[src/rtl/display_arb_pkg.sv]
// Shared definitions for the vending-machine display arbiter: mode encoding,
// field widths and default timing constants.
package display_arb_pkg;

  typedef enum logic [1:0] {
    ST_BAL    = 2'd0,
    ST_DISP   = 2'd1,
    ST_REFUND = 2'd2
  } state_e;

  localparam int unsigned MSG_W   = 2;
  localparam int unsigned SUM_W   = 8;
  localparam int unsigned CANDY_W = 3;

  localparam int unsigned DEF_TICK_DIV    = 50000;
  localparam int unsigned DEF_HOLD_TICKS  = 500;
  localparam int unsigned DEF_BLINK_TICKS = 125;

endpackage

[src/rtl/display_arbiter_tick_prescaler.sv]
// Free-running divider producing a registered one-cycle tick every TICK_DIV
// clocks; it paces the digit scan and all message timing.
module tick_prescaler
  import display_arb_pkg::*;
#(
  parameter int unsigned TICK_DIV = DEF_TICK_DIV
) (
  input  logic clk,
  input  logic reset,
  output logic tick
);

  localparam int unsigned CNT_W = $clog2(TICK_DIV);
  localparam logic [CNT_W-1:0] CNT_LAST = CNT_W'(TICK_DIV - 1);

  logic [CNT_W-1:0] cnt_q, cnt_d;
  logic             tick_q, tick_d;

  always_comb begin
    cnt_d  = cnt_q + CNT_W'(1);
    tick_d = 1'b0;
    if (cnt_q == CNT_LAST) begin
      cnt_d  = '0;
      tick_d = 1'b1;
    end
  end

  always_ff @(posedge clk) begin
    if (reset) begin
      cnt_q  <= '0;
      tick_q <= 1'b0;
    end else begin
      cnt_q  <= cnt_d;
      tick_q <= tick_d;
    end
  end

  assign tick = tick_q;

endmodule

[src/rtl/display_arbiter.sv]
// Arbitrates the 8-digit display between live balance, a timed dispense
// message and a blinking refund message; all outputs are registered.
module display_arbiter
  import display_arb_pkg::*;
#(
  parameter int unsigned TICK_DIV    = DEF_TICK_DIV,
  parameter int unsigned HOLD_TICKS  = DEF_HOLD_TICKS,
  parameter int unsigned BLINK_TICKS = DEF_BLINK_TICKS
) (
  input  logic               clk,
  input  logic               reset,
  input  logic [SUM_W-1:0]   sum_in,
  input  logic [CANDY_W-1:0] candy_sum_in,
  input  logic               dispense_req,
  input  logic [CANDY_W-1:0] dispense_candy,
  input  logic               refund_req,
  input  logic [SUM_W-1:0]   refund_amt,
  output logic [SUM_W-1:0]   sum,
  output logic [CANDY_W-1:0] candy_sum,
  output logic               blank,
  output logic               scan_tick,
  output logic [MSG_W-1:0]   msg_code,
  output logic               dispense_ack,
  output logic               refund_ack
);

  localparam int unsigned HOLD_W  = $clog2(HOLD_TICKS + 1);
  localparam int unsigned BLINK_W = $clog2(BLINK_TICKS + 1);
  localparam logic [HOLD_W-1:0]  HOLD_LAST  = HOLD_W'(HOLD_TICKS - 1);
  localparam logic [BLINK_W-1:0] BLINK_LAST = BLINK_W'(BLINK_TICKS - 1);

  state_e               state_q, state_d;
  logic                 tick;
  logic                 expire_c, grant_c;
  logic                 disp_pend_q, disp_pend_d;
  logic                 ref_pend_q, ref_pend_d;
  logic [CANDY_W-1:0]   disp_slot_q, disp_slot_d;
  logic [SUM_W-1:0]     ref_slot_q, ref_slot_d;
  logic [HOLD_W-1:0]    hold_q, hold_d;
  logic [BLINK_W-1:0]   blink_q, blink_d;
  logic [SUM_W-1:0]     sum_q, sum_d;
  logic [CANDY_W-1:0]   candy_q, candy_d;
  logic                 blank_q, blank_d;
  logic                 dack_q, dack_d;
  logic                 rack_q, rack_d;

  tick_prescaler #(
    .TICK_DIV(TICK_DIV)
  ) u_prescaler (
    .clk  (clk),
    .reset(reset),
    .tick (tick)
  );

  always_ff @(posedge clk) begin
    if (reset) begin
      state_q <= ST_BAL;
    end else begin
      state_q <= state_d;
    end
  end

  // Next mode: refund beats dispense, and a message is never cut short.
  always_comb begin
    state_d  = state_q;
    expire_c = 1'b0;
    grant_c  = 1'b0;
    case (state_q)
      ST_BAL: begin
        grant_c = ref_pend_q | disp_pend_q;
        if (ref_pend_q) begin
          state_d = ST_REFUND;
        end else if (disp_pend_q) begin
          state_d = ST_DISP;
        end
      end
      ST_DISP, ST_REFUND: begin
        expire_c = tick && (hold_q == HOLD_LAST);
        if (expire_c) begin
          grant_c = ref_pend_q | disp_pend_q;
          if (ref_pend_q) begin
            state_d = ST_REFUND;
          end else if (disp_pend_q) begin
            state_d = ST_DISP;
          end else begin
            state_d = ST_BAL;
          end
        end
      end
      default: begin
        state_d = ST_BAL;
      end
    endcase
  end

  // A fresh request wins over the clear from a same-cycle grant so it is not lost.
  always_comb begin
    disp_pend_d = disp_pend_q;
    ref_pend_d  = ref_pend_q;
    disp_slot_d = disp_slot_q;
    ref_slot_d  = ref_slot_q;
    if (grant_c && (state_d == ST_DISP)) begin
      disp_pend_d = 1'b0;
    end
    if (grant_c && (state_d == ST_REFUND)) begin
      ref_pend_d = 1'b0;
    end
    if (dispense_req) begin
      disp_pend_d = 1'b1;
      disp_slot_d = dispense_candy;
    end
    if (refund_req) begin
      ref_pend_d = 1'b1;
      ref_slot_d = refund_amt;
    end
  end

  // Display fields and timers, computed from the mode being entered.
  always_comb begin
    sum_d   = sum_q;
    candy_d = candy_q;
    blank_d = blank_q;
    hold_d  = hold_q;
    blink_d = blink_q;
    dack_d  = 1'b0;
    rack_d  = 1'b0;
    case (state_d)
      ST_DISP: begin
        blank_d = 1'b0;
        blink_d = '0;
        if (grant_c) begin
          sum_d   = '0;
          candy_d = disp_slot_q;
          hold_d  = '0;
          dack_d  = 1'b1;
        end else if (tick) begin
          hold_d = hold_q + HOLD_W'(1);
        end
      end
      ST_REFUND: begin
        if (grant_c) begin
          sum_d   = ref_slot_q;
          candy_d = '0;
          blank_d = 1'b0;
          hold_d  = '0;
          blink_d = '0;
          rack_d  = 1'b1;
        end else if (tick) begin
          hold_d = hold_q + HOLD_W'(1);
          if (blink_q == BLINK_LAST) begin
            blank_d = ~blank_q;
            blink_d = '0;
          end else begin
            blink_d = blink_q + BLINK_W'(1);
          end
        end
      end
      default: begin
        sum_d   = sum_in;
        candy_d = candy_sum_in;
        blank_d = 1'b0;
        hold_d  = '0;
        blink_d = '0;
      end
    endcase
  end

  always_ff @(posedge clk) begin
    if (reset) begin
      disp_pend_q <= 1'b0;
      ref_pend_q  <= 1'b0;
      disp_slot_q <= '0;
      ref_slot_q  <= '0;
      hold_q      <= '0;
      blink_q     <= '0;
      sum_q       <= '0;
      candy_q     <= '0;
      blank_q     <= 1'b0;
      dack_q      <= 1'b0;
      rack_q      <= 1'b0;
    end else begin
      disp_pend_q <= disp_pend_d;
      ref_pend_q  <= ref_pend_d;
      disp_slot_q <= disp_slot_d;
      ref_slot_q  <= ref_slot_d;
      hold_q      <= hold_d;
      blink_q     <= blink_d;
      sum_q       <= sum_d;
      candy_q     <= candy_d;
      blank_q     <= blank_d;
      dack_q      <= dack_d;
      rack_q      <= rack_d;
    end
  end

  assign sum          = sum_q;
  assign candy_sum    = candy_q;
  assign blank        = blank_q;
  assign scan_tick    = tick;
  assign msg_code     = state_q;
  assign dispense_ack = dack_q;
  assign refund_ack   = rack_q;

endmodule
[config.mk]
export PLATFORM = sky130hd
export DESIGN_NAME = display_arbiter
export DESIGN_NICKNAME = d
export VERILOG_FILES = /design/src/rtl/display_arb_pkg.sv /design/src/rtl/display_arbiter_tick_prescaler.sv /design/src/rtl/display_arbiter.sv
export SDC_FILE = /design/constraint.sdc
export NUM_CORES = 1
export LEC_CHECK = 0
export CELL_PAD_IN_SITES_DETAIL_PLACEMENT = 1
export CELL_PAD_IN_SITES_GLOBAL_PLACEMENT = 2
export CORE_MARGIN = 1.5
export CORE_UTILIZATION = 36
export CTS_CLUSTER_SIZE = 14
export DETAILED_ROUTE_END_ITERATION = 10
export PLACE_DENSITY_LB_ADDON = 0.1
export RECOVER_POWER = 100
export SYNTH_ARGS = -nofsm -noshare
export SYNTH_HDL_FRONTEND = slang
export SYNTH_SLANG_ARGS = --single-unit
export TNS_END_PERCENT = 30
[constraint.sdc]
create_clock -name clk -period 4.4 [get_ports clk]
set_input_delay 0.88 -clock clk [delete_from_list [all_inputs] [get_ports clk]]
set_output_delay 0.88 -clock clk [all_outputs]
set_load 0.005 [all_outputs]
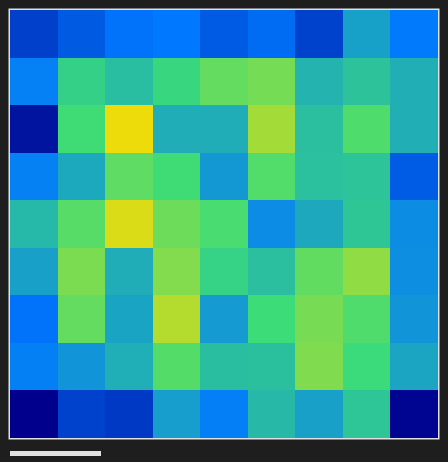
Figure 1: run 1, placement density heat map.
Scale bar: 20 microns. The die is cut into 9 by 9 equal tiles; dark blue is low, red is high, 0 to 100% covered.
nearly empty tiles: 2.5%
fullest tile: 73%
mean over tiles: 39%
emptiest ninth of the die: bottom left
fin util: 45.8%
CORE AREA: 0.00785 sq mm
Floorplan Utilization: 37.8%

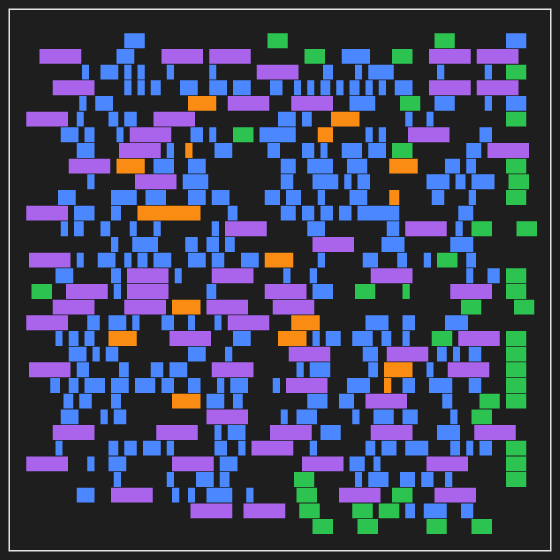
Figure 2: run 1, placed cells, one colour a class.
legend:
  purple:
    class: flip-flops
    cells: 62
  blue:
    class: all other logic
    cells: 242
  orange:
    class: clock drivers and dummy loads
    cells: 16
  green:
    class: other buffers and delay cells
    cells: 43
sequential cell area share: 34.5%
final instance area: 0.00359 sq mm

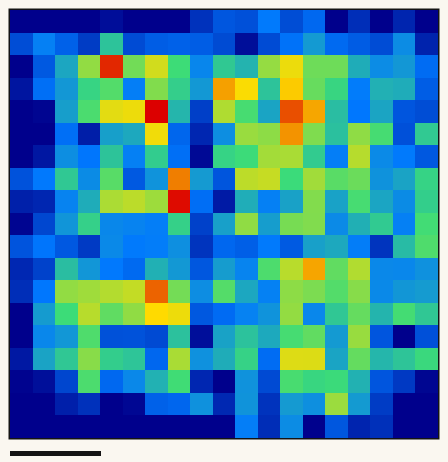
Figure 3: run 1, wire density map.
Scale bar: 20 microns. The die is cut into 19 by 19 equal tiles; dark blue is low, red is high, scaled to the fullest tile. Values are wire area over tile area, all layers added.
mean over tiles: 0.12
tiles over half the peak: 25%
nearly empty tiles: 12%

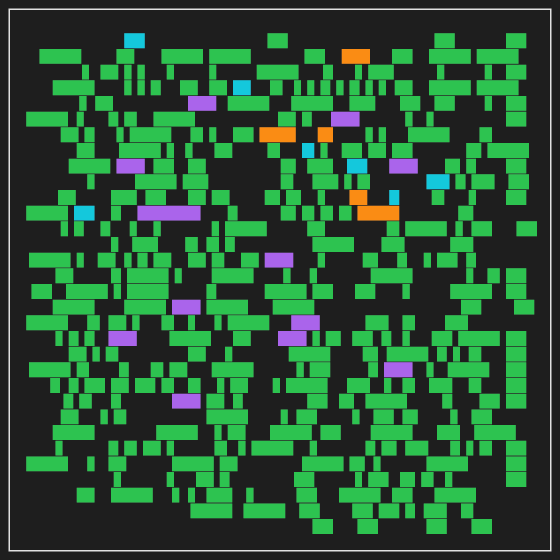
Figure 4: run 1, cells by drive strength.
legend:
  purple:
    size: drive 6 and up
    cells: 12
    share: 3.3%
  cyan:
    size: drive 2
    cells: 7
    share: 1.9%
  orange:
    size: drive 3 to 4
    cells: 5
    share: 1.4%
  green:
    size: drive 1 or less
    cells: 339
    share: 93%
area delta synth->final: 21.2%
Buffers excl. clock: 43
final worst slack: 1.35 ns

==> impl_metrics.tcl, run 1 <==
# place-and-route summary
set metrics [dict create \
    cp-start-kind "input pin" \
    clk_pin_slew_ns 0.07 \
    p_sw_share_pct 28.5 \
    yosysWarningCount 0 \
    nets 392 \
    comb-power_w 0.000377 \
    min_from "u_prescaler.cnt_q[0]$_SDFF_PP0_" \
    warnings 29 \
    regToRegStartpoint "u_prescaler.tick$_SDFF_PP0_" \
    p_seq_share_pct 41.5 \
    layout.area.comb_sq_mm 0.00156 \
    drtPass1Iterations 4 \
    min_period_ns 3.05 \
    finalSetupTns_ns 0 \
    fmax_ghz 0.328 \
    worst-path-max-fanout 27 \
    ys_chip_area_sq_mm 0.00296 \
    required_ns 4.64 \
    ys.flop_type "dfxtp_1" \
    clock_area_share_pct 5.61 \
    yosysSeqAreaShare_pct 41.9 \
    clkPwrFrac_pct 33.8 \
    p_per_area_mw_per_mm2 425 \
    p_clk_w 0.000517 \
    buf_share_pct 11.8 \
    wl_mm 6.68 \
    min_path_type "flip-flop to flip-flop" \
    htreeDepth 3 \
    hold_slack_ns 0.461 \
    std_cell_rows 32 \
    holdPathEnd "u_prescaler.cnt_q[0]$_SDFF_PP0_" \
    clock_sinks 62 \
    worstSkewPairLatency_ns 0.35 \
    status "finished, final reports clean" \
    final_layout_size_suffix_gt1_share_pct 6.61 \
    root_buffer "clkbuf_8" \
    ctsLongestPathBuffers 2 \
    tap_cells 102 \
    grt_pass1_vias 2326 \
    cpMaxStageDelayCell "dlygate4sd3_1" \
    fill_cells 923 \
    track_usage_pct 16.6 \
    rsz0062_at_grt "no" \
    viasPerCell 4.99 \
    netlist_area_sq_mm 0.00296 \
    synth_top_cell_by_area "dfxtp_1" \
    fp.dieW_microns 93.7 \
    async_flop_share_pct 0 \
    synth.area.top_cells "dfxtp_1 (42%), nor2_1 (5.8%), mux2_4 (5.1%), xor2_1 (5.0%), mux2i_1 (4.7%)" \
    tightest_slew_ns 1.21 \
    power.group.top "registers" \
    gr-total-overflow 0 \
    hold_depth 1 \
    ys_cells 320 \
    chip_area_sq_mm 0.00879 \
    cp_top_family "buffers and inverters" \
    wl_per_cell_microns 14.4 \
    n_antenna_cell 0 \
    routabilityCongestion 0.742 \
    die_y_microns 93.7 \
    critPathKind "input pin to flip-flop" \
    final_cell_mix "dfxtp_1 (62), nor2_1 (46), clkdlybuf4s50_1 (23)" \
    r2r-end "hold_q[6]$_SDFFE_PP0P_" \
    internal_power_w 0.00109 \
    crit_start "reset" \
    drtIter0Drc 60 \
    synth_area_per_cell_sq_um 9.26 \
    seq_cell_count 62 \
    end_kind "flip-flop" \
    layout_top_cell "dfxtp_1" \
    pin_count 43 \
    synth_cell_type_count 46 \
    hold_viol 0 \
    drtAntennaViolNets 0 \
]
-- run 1: metrics by stage --
step | utilization [%] | power, W | worst slack (ns) | std cells | instance area (sq um)
global placement | 43.8 | 0.00107 | 1.54 | 449 | 3440
CTS | 46.4 | 0.00161 | 1.50 | 465 | 3640
detailed placement | 43.8 | 0.00108 | 1.53 | 449 | 3440
global route | 45.8 | 0.00162 | 1.07 | 465 | 3590
finish | 45.8 | 0.00153 | 1.35 | 465 | 3590
floorplan | - | 0.000932 | 1.91 | 320 | 2960
-- run 1: cell families after synthesis --
logic type                 after synthesis  share of synthesized area, %
and+or+nand+nor                        143                          26.0
DFF                                     62                          41.9
AOI/OAI and AO/OA                       29                          6.63
xor gates and xnor gates                27                          7.98
buffers and inverters                   26                          3.97
muxes                                   25                          10.2
adders and majority gates                8                          3.38
-- run 1: per-layer routing --
metal	vias to the layer above	share of wire (%)	track usage [%]
met5	-	0	0
met4	0	1.2	5.60
met3	9	3.6	5.02
met2	36	44	26.4
met1	1101	51	21.5
li1	1173	-	-
-- run 1: sequential cells by signal, summed over array words and instances (netlist names), 2 cells and up --
name               count
hold_q                 9
msg_code               2
sum                    8
blink_q                7
ref_slot_q             8
candy_sum              3
disp_slot_q            3
u_prescaler.cnt_q     16
-- run 1: cells in the mapped netlist (2+ instances only) --
cell type,count
a21oi_1,14
a311oi_1,3
and3_1,4
and4_1,4
buf_1,2
buf_2,4
buf_6,2
clkbuf_1,8
dfxtp_1,62
ha_1,8
inv_1,10
mux2_4,10
mux2i_1,14
nand2_1,21
nand3_1,8
nand3b_1,11
nand4_1,9
nor2_1,46
nor2b_1,13
nor3_1,11
o21ai_0,3
o22ai_1,2
or3_1,3
xnor2_1,10
xor2_1,17
Figure 5. Routing congestion (run 1).
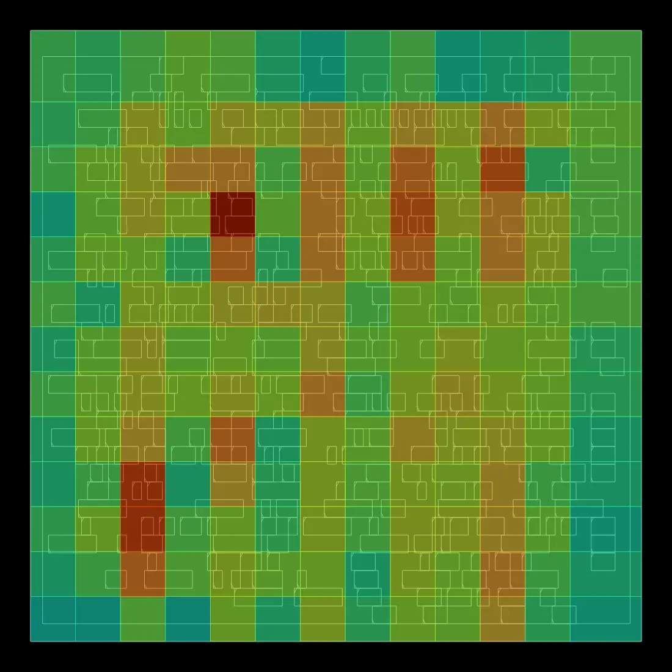

==> run 1 -> run 2 <==
- CORE_UTILIZATION: 36 -> 30
- clock period: 4.4 -> 2.7 ns (I/O delays scaled with it)
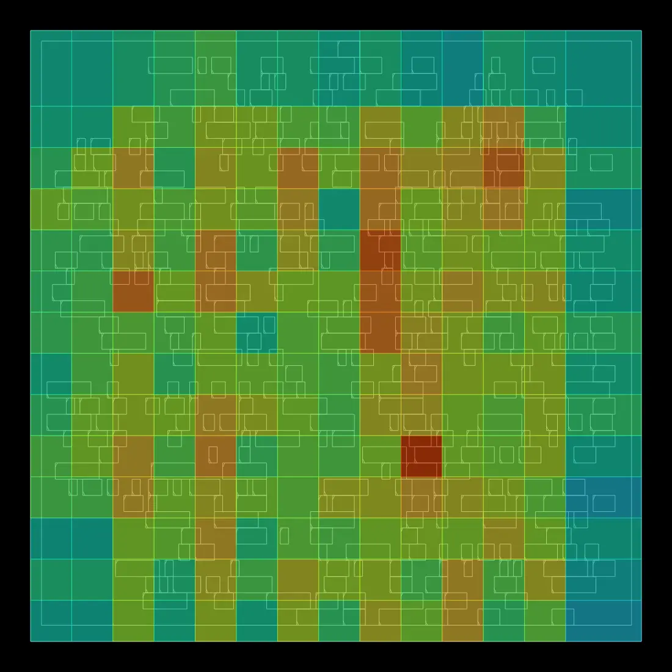
Figure 6: run 2, routing congestion.
fin util: 38.3%
GRT busiest layer: met2
met3 usage: 3.56%
Avg WL per Cell: 13.7 microns
Tot GR Track Use: 14.6%

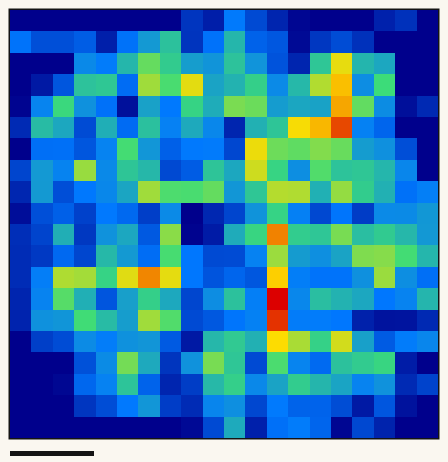
Figure 7: run 2, wire density map.
Scale bar: 20 microns. The die is cut into 20 by 20 equal tiles; dark blue is low, red is high, scaled to the fullest tile. Values are wire area over tile area, all layers added.
fullest tile: 0.36
nearly empty tiles: 14%
mean over tiles: 0.10
tiles over half the peak: 14%

==> run 2 against run 1 <==
Against the previous run:
- flip-flop count unchanged
- non-clock buffer count up 10
- total power up 63%
- via count down 0.73%
- critical path type is now flip-flop to flip-flop
- largest power group unchanged
==> impl_metrics.tcl, run 2 <==
# place-and-route summary
set metrics [dict create \
    power.group.top "registers" \
    synth_top_area_share_pct 41.9 \
    std_cell_rows 36 \
    power.net_switching_w 0.000712 \
    setup_violations 0 \
    final_cell_mix "dfxtp_1 (62), nor2_1 (46), clkdlybuf4s50_1 (23)" \
    htreeDepth 3 \
    yosysWarningCount 0 \
    io_buffers 42 \
    ys_cells 320 \
    clkPwrFrac_pct 29.9 \
    ys_chip_area_sq_mm 0.00296 \
    nets 402 \
    crit_start "hold_q[0]$_SDFFE_PP0P_" \
    fmax_ghz 0.400 \
    ys.flop_type "dfxtp_1" \
    synth_area_per_cell_sq_um 9.26 \
    finalSetupTns_ns 0 \
    peakVddDrop_uv 234 \
    rsz0062_at_grt "no" \
    met1_length_mm 3.51 \
    async_flop_share_pct 0 \
    internal_power_w 0.00177 \
    chip_area_sq_mm 0.0105 \
    ctsLongestPathBuffers 2 \
    final_cell_count_no_fill 504 \
    root_buffer "clkbuf_8" \
    drtPass1Iterations 4 \
    netlist_top_cells_count "dfxtp_1 (62), nor2_1 (46), nand2_1 (21)" \
    fp.dieW_microns 102 \
    routabilityCongestion 0.713 \
    layout_top_cell "dfxtp_1" \
    yosysSeqAreaShare_pct 41.9 \
    relSlewSlack_pct 60.1 \
    netlist_area_sq_mm 0.00296 \
    grt_use_met2_pct 23.4 \
    clk_pin_slew_ns 0.07 \
    worst-path-max-fanout 14 \
    p_per_area_mw_per_mm2 669 \
    dr_total_vias 2302 \
    r2r_slack_ns 0.20 \
    pin_count 43 \
    gr-total-overflow 0 \
    comb-power_w 0.000713 \
    n_antenna_cell 0 \
    end_kind "flip-flop" \
    grt_pass1_vias 2431 \
    hold_depth 1 \
    layout.area.comb_sq_mm 0.00160 \
    numCtsBuffers 9 \
    holdPathEnd "u_prescaler.cnt_q[0]$_SDFF_PP0_" \
    r2r-end "sum[7]$_SDFFE_PP0P_" \
    worstSkewPairLatency_ns 0.33 \
    fill_cells 1129 \
    coreArea_sq_mm 0.00968 \
    wl_mm 6.90 \
    synth_top_cell_by_area "dfxtp_1" \
    tightest_slew_ns 0.598 \
    warnings 29 \
    p_clk_w 0.000744 \
    status "finished, final reports clean" \
    drtAntennaViolNets 0 \
    dp_cells 489 \
    min_from "u_prescaler.cnt_q[0]$_SDFF_PP0_" \
    p_seq_share_pct 41.4 \
    fp_util_pct 30.6 \
    yosysMostFrequentCell "dfxtp_1" \
    hold_viol 0 \
    regMostFlops "u_prescaler.cnt_q" \
    synth_cell_type_count 46 \
    met2WireLength_mm 3.11 \
    reg_top3 "u_prescaler.cnt_q (16), hold_q (9)" \
    clock_sinks 62 \
    min_path_type "flip-flop to flip-flop" \
    synth.area.top_cells "dfxtp_1 (42%), nor2_1 (5.8%), mux2_4 (5.1%), xor2_1 (5.0%), mux2i_1 (4.7%)" \
    final_layout_size_suffix_gt1_share_pct 11.3 \
    viasPerCell 4.57 \
    drtIter0Drc 46 \
    p_sw_share_pct 28.7 \
    regToRegStartpoint "hold_q[0]$_SDFFE_PP0P_" \
    grtUsageMet1_pct 19.2 \
    required_ns 2.92 \
    critPathKind "flip-flop to flip-flop" \
    seqCellArea_sq_mm 0.00124 \
    cp-start-kind "flip-flop" \
    syn_to_final_growth_pct 25.2 \
    r2r_cells 9 \
    min_period_ns 2.50 \
    wl_met3_microns 202 \
    die_y_microns 102 \
    top_layer_used "met4" \
    largest_reg_flops 16 \
]
run 2: cell counts after synthesis:
No cell type changed its count.
run 2: stage by stage:
stage                     power, W  hold slack (ns)  instance area [sq um]  setup slack (ns)  util, %
after global placement     0.00181            0.442                   3550            0.0920     36.6
after global routing       0.00265            0.498                   3710           0.00203     38.3
final                      0.00248            0.471                   3710             0.198     38.3
after floorplan            0.00152            0.426                   2960             0.206        -
after CTS                  0.00258            0.475                   3720            0.0372     38.4
after detailed placement   0.00181            0.460                   3550            0.0426     36.6
run 2: final cells by class:
class / count / share of cell area [%]
multi-input cells: 232 / 43.1
flip-flops and latches: 62 / 33.4
repair buffers: 53 / 13.3
clock buffers: 13 / 4.55
well taps: 133 / 4.48
inverters: 10 / 1.01
clock inverters: 1 / 0.135
run 2: critical path, cell delays in order, from the launching register on:
cell,delay (ns)
dfxtp_1,0.34
ha_1,0.24
and3b_1,0.22
and3_1,0.21
a311oi_2,0.31
nor2_1,0.10
ha_2,0.46
nand3b_1,0.15
a21oi_1,0.08
mux2_1,0.29
run 2: how the worst max path moves through the flow:
stage,end,slack [ns],cells past startpoint
after floorplan,blink_q[0]$_SDFFE_PP0P_,0.21,10
after global placement,sum[7]$_SDFFE_PP0P_,0.09,9
after detailed placement,sum[5]$_SDFFE_PP0P_,0.04,10
after CTS,candy_sum[0]$_SDFFE_PP0P_,0.04,10
after global routing,sum[0]$_SDFFE_PP0P_,0.002,10
final,sum[7]$_SDFFE_PP0P_,0.20,9
run 2: kinds of logic after synthesis:
logic type | after synthesis | synth area share, %
AOI/OAI and AO/OA | 29 | 6.63
xor gates and xnor gates | 27 | 7.98
adders and majority gates | 8 | 3.38
buffers and inverters | 26 | 3.97
DFF | 62 | 41.9
muxes | 25 | 10.2
and+or+nand+nor | 143 | 26.0
Power figures rest on the tool's default switching activity, not on a simulated workload.
